==> src/rtl/lcd_pkg.sv <==
`default_nettype none
// ============================================================================
// Module   : lcd_pkg
// Brief    : Shared types and constants for the LCD time writer.
// Revision : 1.0
// ============================================================================
package lcd_pkg;

    typedef enum logic [1:0] {
        IDLE      = 2'd0,
        ISSUE     = 2'd1,
        WAIT_ACK  = 2'd2,
        WAIT_DONE = 2'd3
    } state_e;

    localparam logic [7:0] c_ascii_zero    = 8'h30;
    localparam logic [7:0] c_ascii_colon   = 8'h3A;
    localparam logic [7:0] c_ascii_invalid = 8'h3F;

    localparam logic [7:0] c_ins_function_set = 8'h38;
    localparam logic [7:0] c_ins_display_on   = 8'h0F;
    localparam logic [7:0] c_ins_entry_mode   = 8'h06;
    localparam logic [7:0] c_ins_set_ddram    = 8'h80;

    // One address instruction plus eight characters
    localparam int c_frame_len = 9;

endpackage
`default_nettype wire

==> src/rtl/lcd_time_writer_if.sv <==
`default_nettype none
// ============================================================================
// Module   : lcd_time_writer_if
// Brief    : Time input and LCD-interface handshake bundle for the writer.
// Revision : 1.0
// ============================================================================
interface lcd_time_writer_if;

    logic [23:0] time_bcd;
    logic        update;
    logic        lcd_ready;
    logic [7:0]  data;
    logic        send_data;
    logic        ins_data;
    logic        busy;
    logic        frame_done;

    modport master (
        input  time_bcd,
        input  update,
        input  lcd_ready,
        output data,
        output send_data,
        output ins_data,
        output busy,
        output frame_done
    );

    modport slave (
        output time_bcd,
        output update,
        output lcd_ready,
        input  data,
        input  send_data,
        input  ins_data,
        input  busy,
        input  frame_done
    );

endinterface
`default_nettype wire

==> src/rtl/bcd_to_ascii.sv <==
`default_nettype none
// ============================================================================
// Module   : bcd_to_ascii
// Brief    : Converts one BCD digit to its ASCII character ('?' if invalid).
// Revision : 1.0
// ============================================================================
module bcd_to_ascii
    import lcd_pkg::*;
(
    input  logic [3:0] i_digit,
    output logic [7:0] o_ascii
);

    always_comb begin
        if (i_digit <= 4'd9) begin
            o_ascii = c_ascii_zero + {4'h0, i_digit};
        end else begin
            o_ascii = c_ascii_invalid;
        end
    end

endmodule
`default_nettype wire

==> src/rtl/lcd_time_writer.sv <==
`default_nettype none
// ============================================================================
// Module   : lcd_time_writer
// Brief    : Sequences a snapshotted HH:MM:SS value into the LCD interface
//            as one DDRAM-address instruction followed by 8 characters.
// Revision : 1.0
// ============================================================================
module lcd_time_writer
    import lcd_pkg::*;
#(
    parameter logic [7:0] ADDR        = c_ins_set_ddram,
    parameter logic [7:0] SEP_CHAR    = c_ascii_colon,
    parameter int         ACK_TIMEOUT = 4
)(
    input  logic               clk,
    input  logic               rst,
    lcd_time_writer_if.master  bus
);

    localparam int                 c_cnt_w    = $clog2(ACK_TIMEOUT + 1);
    localparam logic [c_cnt_w-1:0] c_cnt_last = c_cnt_w'(ACK_TIMEOUT - 1);
    localparam logic [3:0]         c_last_idx = 4'(c_frame_len - 1);

    localparam logic [1:0] c_st_idle      = IDLE;
    localparam logic [1:0] c_st_issue     = ISSUE;
    localparam logic [1:0] c_st_wait_ack  = WAIT_ACK;
    localparam logic [1:0] c_st_wait_done = WAIT_DONE;

    logic [1:0]         r_state;
    logic [3:0]         r_idx;
    logic [c_cnt_w-1:0] r_cnt;
    logic               r_pending;
    logic [23:0]        r_snap;
    logic [7:0]         r_data;
    logic               r_send;
    logic               r_ins;
    logic               r_busy;
    logic               r_done;

    logic [3:0]         w_next_idx;
    logic [3:0]         w_digit;
    logic               w_is_sep;
    logic [7:0]         w_digit_char;
    logic [7:0]         w_char;

    assign w_next_idx = r_idx + 4'd1;

    // Character for the transfer that follows the current one
    always_comb begin
        w_digit  = 4'h0;
        w_is_sep = 1'b0;
        case (w_next_idx)
            4'd1:    w_digit  = r_snap[23:20];
            4'd2:    w_digit  = r_snap[19:16];
            4'd3:    w_is_sep = 1'b1;
            4'd4:    w_digit  = r_snap[15:12];
            4'd5:    w_digit  = r_snap[11:8];
            4'd6:    w_is_sep = 1'b1;
            4'd7:    w_digit  = r_snap[7:4];
            4'd8:    w_digit  = r_snap[3:0];
            default: w_digit  = 4'h0;
        endcase
    end

    bcd_to_ascii u_bcd_to_ascii (
        .i_digit (w_digit),
        .o_ascii (w_digit_char)
    );

    assign w_char = w_is_sep ? SEP_CHAR : w_digit_char;

    always_ff @(posedge clk) begin
        if (rst) begin
            r_state   <= c_st_idle;
            r_idx     <= 4'd0;
            r_cnt     <= '0;
            r_pending <= 1'b0;
            r_snap    <= 24'h0;
            r_data    <= 8'h00;
            r_send    <= 1'b0;
            r_ins     <= 1'b0;
            r_busy    <= 1'b0;
            r_done    <= 1'b0;
        end else begin
            r_send <= 1'b0;
            r_done <= 1'b0;
            if (bus.update) begin
                r_pending <= 1'b1;
            end

            case (r_state)
                c_st_idle: begin
                    // Frame start consumes any pending request, including one arriving now
                    if ((r_pending || bus.update) && bus.lcd_ready) begin
                        r_snap    <= bus.time_bcd;
                        r_idx     <= 4'd0;
                        r_pending <= 1'b0;
                        r_busy    <= 1'b1;
                        r_data    <= ADDR;
                        r_ins     <= 1'b0;
                        r_send    <= 1'b1;
                        r_cnt     <= '0;
                        r_state   <= c_st_issue;
                    end
                end

                c_st_issue: begin
                    r_cnt   <= '0;
                    r_state <= c_st_wait_ack;
                end

                c_st_wait_ack: begin
                    if (!bus.lcd_ready) begin
                        r_state <= c_st_wait_done;
                    end else if (r_cnt == c_cnt_last) begin
                        // Send was not taken; repeat it with data/ins_data untouched
                        r_send  <= 1'b1;
                        r_state <= c_st_issue;
                    end else begin
                        r_cnt <= r_cnt + c_cnt_w'(1);
                    end
                end

                c_st_wait_done: begin
                    if (bus.lcd_ready) begin
                        if (r_idx == c_last_idx) begin
                            r_done  <= 1'b1;
                            r_busy  <= 1'b0;
                            r_state <= c_st_idle;
                        end else begin
                            r_idx   <= w_next_idx;
                            r_data  <= w_char;
                            r_ins   <= 1'b1;
                            r_send  <= 1'b1;
                            r_state <= c_st_issue;
                        end
                    end
                end

                default: r_state <= c_st_idle;
            endcase
        end
    end

    assign bus.data       = r_data;
    assign bus.send_data  = r_send;
    assign bus.ins_data   = r_ins;
    assign bus.busy       = r_busy;
    assign bus.frame_done = r_done;

endmodule
`default_nettype wire

==> src/flat_wrapper.sv <==
// flat-port wrapper written by rule: the top's interface ports become plain ports
module lcd_time_writer_flat import lcd_pkg::*;
#(
    parameter logic [7:0] ADDR        = c_ins_set_ddram,
    parameter logic [7:0] SEP_CHAR    = c_ascii_colon,
    parameter int         ACK_TIMEOUT = 4
)
  (clk, rst, bus_time_bcd, bus_update, bus_lcd_ready, bus_data, bus_send_data, bus_ins_data, bus_busy, bus_frame_done);
  lcd_time_writer_if bus_i ();
  input  logic clk;
  input  logic rst;
  input wire logic [$bits(bus_i.time_bcd)-1:0] bus_time_bcd;
  input wire logic [$bits(bus_i.update)-1:0] bus_update;
  input wire logic [$bits(bus_i.lcd_ready)-1:0] bus_lcd_ready;
  output wire logic [$bits(bus_i.data)-1:0] bus_data;
  output wire logic [$bits(bus_i.send_data)-1:0] bus_send_data;
  output wire logic [$bits(bus_i.ins_data)-1:0] bus_ins_data;
  output wire logic [$bits(bus_i.busy)-1:0] bus_busy;
  output wire logic [$bits(bus_i.frame_done)-1:0] bus_frame_done;
  assign bus_i.time_bcd = bus_time_bcd;
  assign bus_i.update = bus_update;
  assign bus_i.lcd_ready = bus_lcd_ready;
  assign bus_data = bus_i.data;
  assign bus_send_data = bus_i.send_data;
  assign bus_ins_data = bus_i.ins_data;
  assign bus_busy = bus_i.busy;
  assign bus_frame_done = bus_i.frame_done;
  lcd_time_writer #(.ADDR(ADDR), .SEP_CHAR(SEP_CHAR), .ACK_TIMEOUT(ACK_TIMEOUT)) u_core (.clk(clk), .rst(rst), .bus(bus_i));
endmodule
==> config.mk <==
export PLATFORM = sky130hd
export DESIGN_NAME = lcd_time_writer_flat
export DESIGN_NICKNAME = d
export VERILOG_FILES = /design/src/rtl/lcd_pkg.sv /design/src/rtl/lcd_time_writer_if.sv /design/src/rtl/bcd_to_ascii.sv /design/src/rtl/lcd_time_writer.sv /design/src/flat_wrapper.sv
export SDC_FILE = /design/constraint.sdc
export NUM_CORES = 1
export LEC_CHECK = 0
export CORE_UTILIZATION = 55
export DETAILED_ROUTE_END_ITERATION = 16
export PLACE_DENSITY_LB_ADDON = 0.08
export SYNTH_ARGS = -nofsm -noshare
export SYNTH_HDL_FRONTEND = slang
export SYNTH_SLANG_ARGS = --single-unit
export TNS_END_PERCENT = 10
==> constraint.sdc <==
create_clock -name clk -period 6.3 [get_ports clk]
set_clock_uncertainty 0.1 [all_clocks]
set_input_delay 1.26 -clock clk [delete_from_list [all_inputs] [get_ports clk]]
set_output_delay 1.26 -clock clk [all_outputs]
set_load 0.02 [all_outputs]
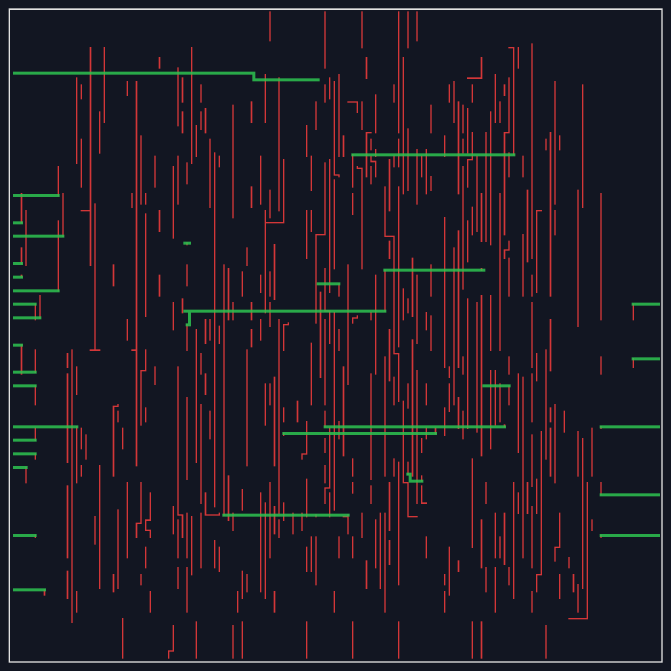
run_1/layers.png
Scale: 10 px per um. Two of the layers only.
red -> M2  # wire length 1910 um
green -> M3  # wire length 195 um

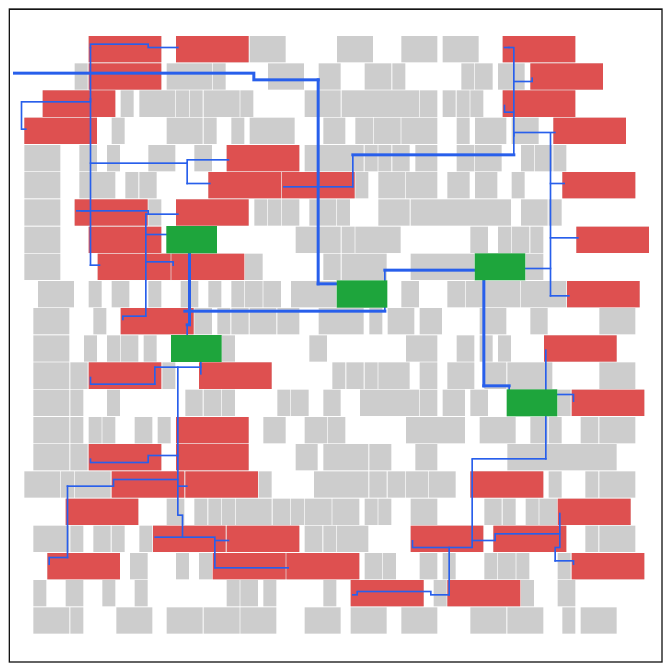
run_1/clock_wires.png
Scale: 10 px per um.
green -> clock-net drivers  # count 5
red -> flip-flops  # count 43
blue -> clock wires  # length 440 um
routed clock nets = 6
flops lie = all over the die
Clock Power: 0.204 mW
Clock power frac: 35.0%
clk ins delay skew pair: 0.29 ns

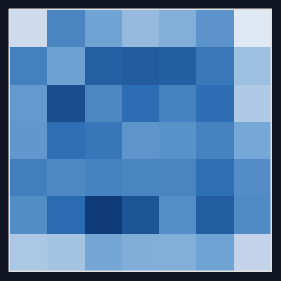
run_1/util_map.png
Scale: 4 px per um. The die is cut into 7 by 7 equal tiles; white is low, dark blue is high, 0 to 100% covered.
mean over tiles = 61%
emptiest ninth of the die = top right
tiles over 75% full = 20%
fullest tile = 95%
core box area: 0.003744 sq mm
Final Util: 70.15%

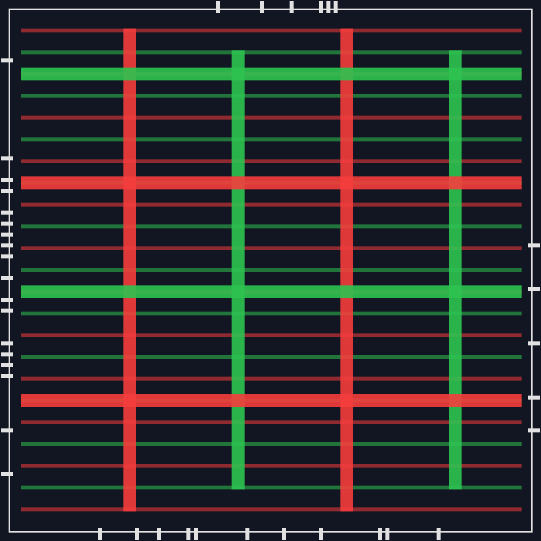
run_1/floorplan.png
Scale: 8 px per um. Pins as bars on the die edge.
green -> VDD
red -> VSS
met1 rails = 23
met5 straps = 4

[run 1: final cells by class]
type / instances / area [sq um] / area share, %
multi-input combinational: 199 / 1174 / 44.69
sequential: 43 / 860.8 / 32.78
timing repair buffer: 40 / 395.4 / 15.05
clock buffer: 5 / 68.82 / 2.620
tap: 48 / 60.06 / 2.287
clock inverter: 2 / 37.54 / 1.429
inverter: 8 / 30.03 / 1.143
[run 1: per-layer routing]
metal / GRT usage [%] / vias up / share of wire (%)
li1: - / 987 / -
met1: 36.32 / 849 / 53
met2: 35.94 / 40 / 42
met3: 4.688 / 6 / 4.3
met4: 5.707 / 0 / 0.83
met5: 0 / - / 0
[run 1: metrics by stage]
step | hold slack, ns | area (sq um) | util, % | power, mW | cells
after floorplan | 0.3316 | 2192 | - | 0.3530 | 271
final | 0.3577 | 2626 | 70.15 | 0.5824 | 345
after global routing | 0.3850 | 2626 | 70.15 | 0.6115 | 345
after detailed placement | 0.3485 | 2520 | 67.31 | 0.3846 | 338
after CTS | 0.3593 | 2626 | 70.15 | 0.5858 | 345
after global placement | 0.3418 | 2520 | 67.31 | 0.3834 | 338
[run 1: worst max-delay path, cell delays in order]
cell	delay [ns]
clkdlybuf4s50_1	0.71
nand3_1	0.75
nand2_1	0.28
a21oi_1	0.11
[run 1: worst max path at each step]
| stage | endpoint |
|---|---|
| final | u_core.r_snap[20] |
| after global routing | u_core.r_snap[20] |
| after CTS | u_core.r_snap[20] |
| after detailed placement | u_core.r_snap[6] |
| after global placement | u_core.r_snap[16] |
| after floorplan | u_core.bus.data[0] |
[run 1: power by group]
group          switching [mW]  leakage (nW)  internal (mW)  total, mW
sequential             0.0110         0.350          0.286      0.297
combinational          0.0428         0.580         0.0390     0.0818
clock                  0.0882        0.0502          0.116      0.204
total                   0.142         0.981          0.440      0.582
==> flow_summary.ini, run 1 <==
; flow metrics
[min_path]
hold_path_end = u_core.r_snap[13]
hold_class = reg2reg
min-delay-start = u_core.r_snap[13]

[pwr]
p_leak_nw = 0.9808
p_per_area_mw_per_mm2 = 221.8
ir_drop_uv = 170.1

[global_route]
grt_antenna_before_repair = 0
grt_pass1_vias = 1763
grt.overflow.total = 0

[layout]
final_cell_mix = 62 x nand2_1, 43 x dfxtp_1, 38 x clkdlybuf4s50_1
top_register = u_core.r_snap
fillers = 332
layout.cells.most_common = nand2_1
fin_nets = 333
syn2layout_area_growth_pct = 19.81
largest_reg_flops = 24
num_antenna_cells = 0
drive_above_1_share_pct = 7.407

[synth]
synth.distinct_cells = 44
yosys_warnings = 0
synthAoiAreaFrac_pct = 18.72
ys_cells = 271
largest_area_cell = dfxtp_1
top_area_share_pct = 39.27
muxShareOfSynthArea_pct = 1.826
xor_share_pct = 2.797
netlist_instances = 271
fp_nets = 307
netlist_logic_family_top = simple AND/OR/NAND/NOR gates
common_cells = 62 x nand2_1, 43 x dfxtp_1, 36 x a21oi_1
yosys_area_sq_mm = 0.002192
yosysSeqAreaShare_pct = 39.27
ys_top_cells_by_area = dfxtp_1 39%, nand2_1 11%, a21oi_1 8.2%
synth_area_per_cell_sq_um = 8.089
async_reset_ff_share_pct = 0
edf_count = 0
synth-simple-area-share_pct = 25.46
synth_flops = 43
synthFlopType = dfxtp_1

[clock_network]
clock_path_buffers = 2
cts_made_buffers = 5
root_buffer = clkbuf_8
cts-resized-gates = 0
cts_tree = built
htree_levels = 2
cts_sinks = 43

[timing]
finalHoldViolations = 0
worst_pin_slew_ns = 0.9302
setup_viol = 0
rsz0062_at_grt = false
finalMaxSlewViolations = 0
slew_headroom_pct = 37.82
fin_crit_ns = 3.081
fin_ws_ns = 3.219
fmaxAchievable_mhz = 324.5

[outcome]
status = finished clean

[drt]
drc = 0
via_count = 1882
drt_iter0_drc = 158
finalWirelength_um = 4559
vias_per_cell = 5.455
wire_per_inst_um = 13.21
dr.pass1.iters = 4
ant_nets = 0

[critical_path]
critPathKind = in2reg
critPathArrivalTime_ns = 3.13
timing.critical_path.from = bus_lcd_ready
crit_required_ns = 6.35
critPathCaptureType = register
timing.rr.start = u_core.r_idx[0]
worstPathMaxFanout = 25
worstSetupStartpointType = input port

[floorplanning]
dieWidth_um = 65.13
std_cell_rows = 22
ios = 40
die.size.y_um = 65.13

[placed_design]
dp_hpwl_um = 3260
globalplace.congestion = 0.8645
pre_cts_ws_ns = 2.919
io_buffers = 38

[flow_run]
warnings = 31
## Run 2: what changed since run 1
--- a/config.mk
+++ b/config.mk
@@ -5,7 +5,7 @@
 export SDC_FILE = /design/constraint.sdc
 export NUM_CORES = 1
 export LEC_CHECK = 0
-export CORE_UTILIZATION = 55
+export CORE_UTILIZATION = 52
 export DETAILED_ROUTE_END_ITERATION = 16
 export PLACE_DENSITY_LB_ADDON = 0.08
 export SYNTH_ARGS = -nofsm -noshare
==> constraint.sdc (replaced) <==
create_clock -name clk -period 3.2 [get_ports clk]
set_clock_uncertainty 0.1 [all_clocks]
set_input_delay 0.64 -clock clk [delete_from_list [all_inputs] [get_ports clk]]
set_output_delay 0.64 -clock clk [all_outputs]
set_load 0.02 [all_outputs]
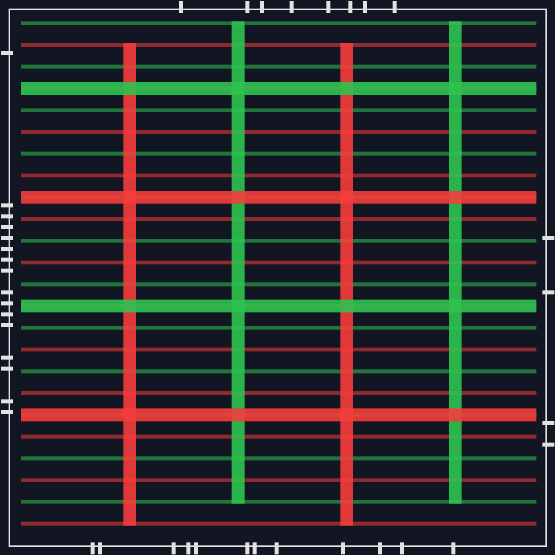
run_2/floorplan.png
Scale: 8 px per um. Pins as bars on the die edge.
green -> VDD
red -> VSS
rows = 23
signal pins = 40
met5 straps = 4

==> run 2 against run 1 <==
Against the previous run:
- utilization shrank 5.1 points
- global-route usage shrank 0.20 points
- routed wire length grew 8.0%
- final cell count grew 1.4%
- critical path depth grew 3
- critical endpoint is now u_core.bus.data[1]
==> flow_summary.ini, run 2 <==
; flow metrics
[timing]
finalMaxSlewViolations = 0
finalSetupTns_ns = 0
setup_viol = 0
fin_crit_sh_pct = 77.94
fin_ws_ns = 0.7059
finalHoldViolations = 0
rsz0062_at_grt = false
fin_crit_ns = 2.494
fmaxAchievable_mhz = 400.9

[synth]
largest_area_cell = dfxtp_1
synth.cell_area_sq_mm = 0.002192
xor_share_pct = 2.797
netlist_instances = 271
synthFlopType = dfxtp_1
top_cell = nand2_1
netlist_logic_family_top = simple AND/OR/NAND/NOR gates
synth_area_per_cell_sq_um = 8.089
synth-simple-area-share_pct = 25.46
async_reset_ff_share_pct = 0
yosysSeqAreaShare_pct = 39.27
yosys_area_sq_mm = 0.002192
top_area_share_pct = 39.27
common_cells = 62 x nand2_1, 43 x dfxtp_1, 36 x a21oi_1
synthAoiAreaFrac_pct = 18.72
ys_cells = 271
muxShareOfSynthArea_pct = 1.826
fp_nets = 307
ys_top_cells_by_area = dfxtp_1 39%, nand2_1 11%, a21oi_1 8.2%
synth_flops = 43
yosys_warnings = 0
synth.distinct_cells = 44
yosys.area_share.adder_pct = 4.566
edf_count = 0

[critical_path]
critPathCaptureType = register
worstSetupStartpointType = register
rrSetupSlack_ns = 0.71
crit_required_ns = 3.28
critPathArrivalTime_ns = 2.58
worstPathMaxFanout = 11
critPathKind = reg2reg
reg2reg_depth = 7
timing.rr.start = u_core.r_idx[0]
timing.rr.end = u_core.bus.data[1]

[layout]
logic_area_sq_mm = 0.001174
top_register = u_core.r_snap
regArea_sq_um = 860.8
final_cell_mix = 62 x nand2_1, 43 x dfxtp_1, 38 x clkdlybuf4s50_1
fin_util_pct = 65.09
fillers = 376
syn2layout_area_growth_pct = 19.63
largest_reg_flops = 24
final_area_sq_mm = 0.002623
num_antenna_cells = 0
drive_above_1_share_pct = 8.000
fin_nets = 335
layout.cells.most_common = nand2_1

[drt]
vias_per_cell = 5.557
finalWirelength_um = 4923
dr.pass1.iters = 4
wire_per_inst_um = 14.07
drt_iter0_drc = 95
ant_nets = 0
drc = 0
via_count = 1945

[clock_network]
cts_made_buffers = 5
post_cts_buffers = 0
cts-resized-gates = 0
cts_tree = built
cts.clk_slew.worst_paths_ns = 0.08
clock_latency_ns = 0.30
cts_hold_buf = 0
clock_path_buffers = 2
cts_sinks = 43
root_buffer = clkbuf_8
htree_levels = 2

[min_path]
hold-path-cell-count = 2
hold_class = reg2reg
min-delay-start = u_core.r_snap[15]
hold_path_end = u_core.r_snap[15]

[floorplanning]
ios = 40
core_sq_mm = 0.004029
std_cell_rows = 23
initial_core_util_pct = 54.41
die.size.y_um = 66.93
die_area_sq_mm = 0.004479
dieWidth_um = 66.93

[global_route]
grt_max_degree = 29
grt_pass1_wl_um = 7997
globalRouteTotalUtil_pct = 24.17
grt_antenna_before_repair = 0
grt_pass1_vias = 1724
grt.overflow.total = 0

[pwr]
p_per_area_mw_per_mm2 = 415.5
total_power_mw = 1.090
p_leak_nw = 0.9810
ir_drop_uv = 316.4

[outcome]
status = finished clean

[flow_run]
warnings = 31
cap_viol_max_count = 0

[placed_design]
pre_cts_ws_ns = 0.6655
io_buffers = 38
dpl-instance-area_sq_mm = 0.002537
globalplace.congestion = 0.8759
dp_hpwl_um = 3429
-- run 2: logic make-up after synthesis --
family          count (synthesis)
simple gates                  119
compound gates                 63
flops                          43
buf+inv                        29
fa+ha+maj                       8
xor+xnor                        4
mux                             4
other cells                     1
-- run 2: worst max-delay path by stage --
stage,startpoint,depth (start not counted),end,slack (ns)
finish,u_core.r_idx[0],7,u_core.bus.data[1],0.71
global route,u_core.r_idx[0],7,u_core.bus.data[1],0.55
CTS,u_core.r_idx[0],7,u_core.bus.data[1],0.71
detailed placement,bus_lcd_ready,4,u_core.bus.data[1],0.67
global placement,bus_lcd_ready,4,u_core.bus.data[1],0.73
floorplan,u_core.r_idx[0],9,u_core.bus.data[1],1.17
-- run 2: cell type report --
class / instances / share of cell area [%]
flip-flops and latches: 43 / 32.82
clock buffers: 6 / 2.767
inverters: 8 / 1.145
well taps: 50 / 2.385
multi-input cells: 199 / 44.75
clock inverters: 2 / 0.4771
repair buffers: 42 / 15.65
-- run 2: critical path, cell delays in order (launching register included) --
cell	delay, ns
dfxtp_1	0.52
ha_1	0.46
xnor2_2	0.22
and3_2	0.27
a311oi_2	0.26
o211ai_2	0.14
a221oi_2	0.30
a211oi_2	0.11
-- run 2: metal layers --
layer / wire length [um] / GRT usage [%]
met5: 0 / 0
met4: 77 / 9.574
met3: 171 / 3.596
met2: 2196 / 36.74
met1: 2478 / 33.82
-- run 2: power by group --
part	internal [mW]	total [mW]	switching, mW	leakage (nW)
registers	0.562	0.584	0.0215	0.350
logic	0.0791	0.166	0.0867	0.589
clock network	0.153	0.340	0.188	0.0412
total	0.794	1.09	0.296	0.981
-- run 2: stage by stage --
step	hold slack (ns)	std cells
finish	0.3588	350
global route	0.3784	350
CTS	0.3607	350
detailed placement	0.3493	342
global placement	0.3413	342
floorplan	0.3316	271
## Run 3: what changed since run 2
==> constraint.sdc (replaced) <==
create_clock -name clk -period 2.3 [get_ports clk]
set_clock_uncertainty 0.1 [all_clocks]
set_input_delay 0.46 -clock clk [delete_from_list [all_inputs] [get_ports clk]]
set_output_delay 0.46 -clock clk [all_outputs]
set_load 0.02 [all_outputs]
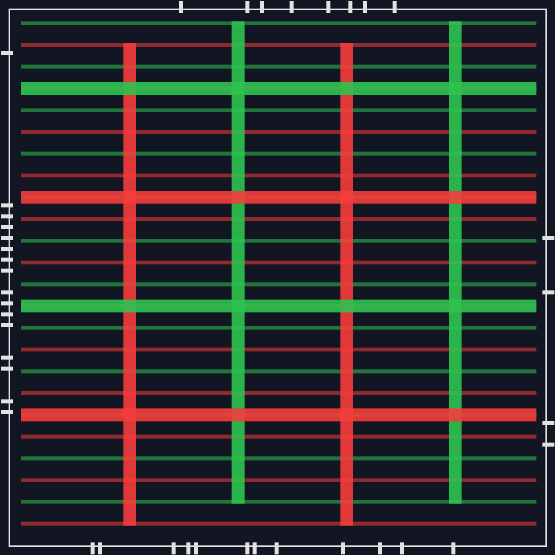
run_3/floorplan.png
Scale: 8 px per um. Pins as bars on the die edge.
red -> VSS
green -> VDD
rows = 23
met5 straps = 4
signal pins = 40
met1 rails = 24
met4 straps = 4

==> run 3 against run 2 <==
Against the previous run:
- utilization increased by 2.4 points
- sequential share of layout area decreased by 1.2 points
- setup slack got worse by 0.51 ns
==> flow_summary.ini, run 3 <==
; flow metrics
[outcome]
status = finished clean

[synth]
netlist_instances = 271
top_cell = nand2_1
yosys_area_sq_mm = 0.002192
synth_area_per_cell_sq_um = 8.089
async_reset_ff_share_pct = 0
fp_nets = 307
muxShareOfSynthArea_pct = 1.826
synthFlopType = dfxtp_1
synthAoiAreaFrac_pct = 18.72
yosys.area_share.adder_pct = 4.566
ys_cells = 271
synth.distinct_cells = 44
edf_count = 0
xor_share_pct = 2.797
synth.cell_area_sq_mm = 0.002192

[layout]
syn2layout_area_growth_pct = 24.03
drive_above_1_share_pct = 11.00
top_register = u_core.r_snap
layout.cells.most_common = nand2_1
num_antenna_cells = 0
final_cell_mix = 62 x nand2_1, 43 x dfxtp_1, 38 x clkdlybuf4s50_1
instances_no_fill = 359
fin_nets = 344

[clock_network]
post_cts_buffers = 0
cts_tree = built
clock_latency_ns = 0.29
cts_hold_buf = 0
cts-resized-gates = 0
cts_made_buffers = 5

[drt]
drc = 0
finalWirelength_um = 4910
ant_nets = 0
via_count = 1917
vias_per_cell = 5.340

[critical_path]
critPathCaptureType = register
crit_top_cell = o211ai_2
worstSetupStartpointType = register
worstPathMaxFanout = 5
crit_family = AND-OR/OR-AND gates
crit_required_ns = 2.43
cp_slowest_cell = dfxtp_1
path_cells = ha_1, buf_4, xor2_1, a311oi_2, o211ai_2, and4b_1, o211ai_2
rrSetupSlack_ns = 0.19

[pwr]
p_comb_mw = 0.244
combinationalPowerShare_pct = 16.0
clock_net_power_mw = 0.477
swShare_pct = 27.27
ir_drop_uv = 429.8
pg_seq_mw = 0.812
internal_power_mw = 1.115
p_per_area_mw_per_mm2 = 563.7
p_leak_nw = 1.036
p_switching_mw = 0.4180
pwr-share-seq_pct = 53.0

[global_route]
grt_pass1_vias = 1726
grt.overflow.total = 0
grt_antenna_before_repair = 0
grt_pass1_wl_um = 8073

[min_path]
hold_class = reg2reg

[placed_design]
io_buffers = 38
globalplace.congestion = 0.8299

[flow_run]
warnings = 31

[timing]
fin_crit_ns = 2.106
rsz0062_at_grt = false
finalSetupTns_ns = 0
setup_viol = 0
fin_crit_sh_pct = 91.58
finalMaxSlewViolations = 0

[floorplanning]
die_area_sq_mm = 0.004479
ios = 40
die.size.y_um = 66.93
std_cell_rows = 23
core_sq_mm = 0.004029
run 3: cell families after synthesis:
kind of cell,after synthesis
simple gates,119
compound gates,63
flops,43
buf+inv,29
fa+ha+maj,8
xor+xnor,4
mux,4
other cells,1
run 3: path summary, 6_finish.rpt:
path,to,cells after the start,from
worst max-delay path,u_core.bus.data[0],7,u_core.r_idx[1]
worst min-delay path,u_core.bus.data[3],2,u_core.bus.data[3]
worst max register to register,u_core.bus.data[0],7,u_core.r_idx[1]
worst min register to register,u_core.bus.data[3],2,u_core.bus.data[3]
run 3: area by class of cell:
| type | instances | area [sq um] |
|---|---|---|
| clock buffers | 5 | 68.82 |
| well taps | 50 | 62.56 |
| repair buffers | 51 | 503.0 |
| flip-flops and latches | 43 | 860.8 |
| inverters | 8 | 30.03 |
| fillers | 335 | 1310 |
| multi-input cells | 199 | 1174 |
| clock inverters | 3 | 20.02 |
run 3: routing by layer:
layer | global-route usage, % | part of all wire, % | up-vias
met5 | 0 | 0 | -
met4 | 7.181 | 0.90 | 0
met3 | 4.281 | 4.1 | 5
met2 | 36.11 | 46 | 47
met1 | 34.37 | 49 | 859
li1 | - | - | 1006
run 3: through the flow:
| stage | hold WS [ns] | util, % | total power, mW | instance area [sq um] | setup slack, ns |
|---|---|---|---|---|---|
| 2_1_floorplan | 0.3316 | - | 0.9669 | 2192 | 0.2650 |
| 3_3_place_gp | 0.3427 | 65.28 | 1.070 | 2630 | 0.1806 |
| 3_5_place_dp | 0.3468 | 65.28 | 1.072 | 2630 | 0.1437 |
| 4_1_cts | 0.3599 | 67.48 | 1.544 | 2719 | 0.1802 |
| 5_1_grt | 0.3773 | 67.48 | 1.598 | 2719 | 0.05935 |
| 6_report | 0.3558 | 67.48 | 1.533 | 2719 | 0.1936 |
Power and IR drop assume default switching activity.
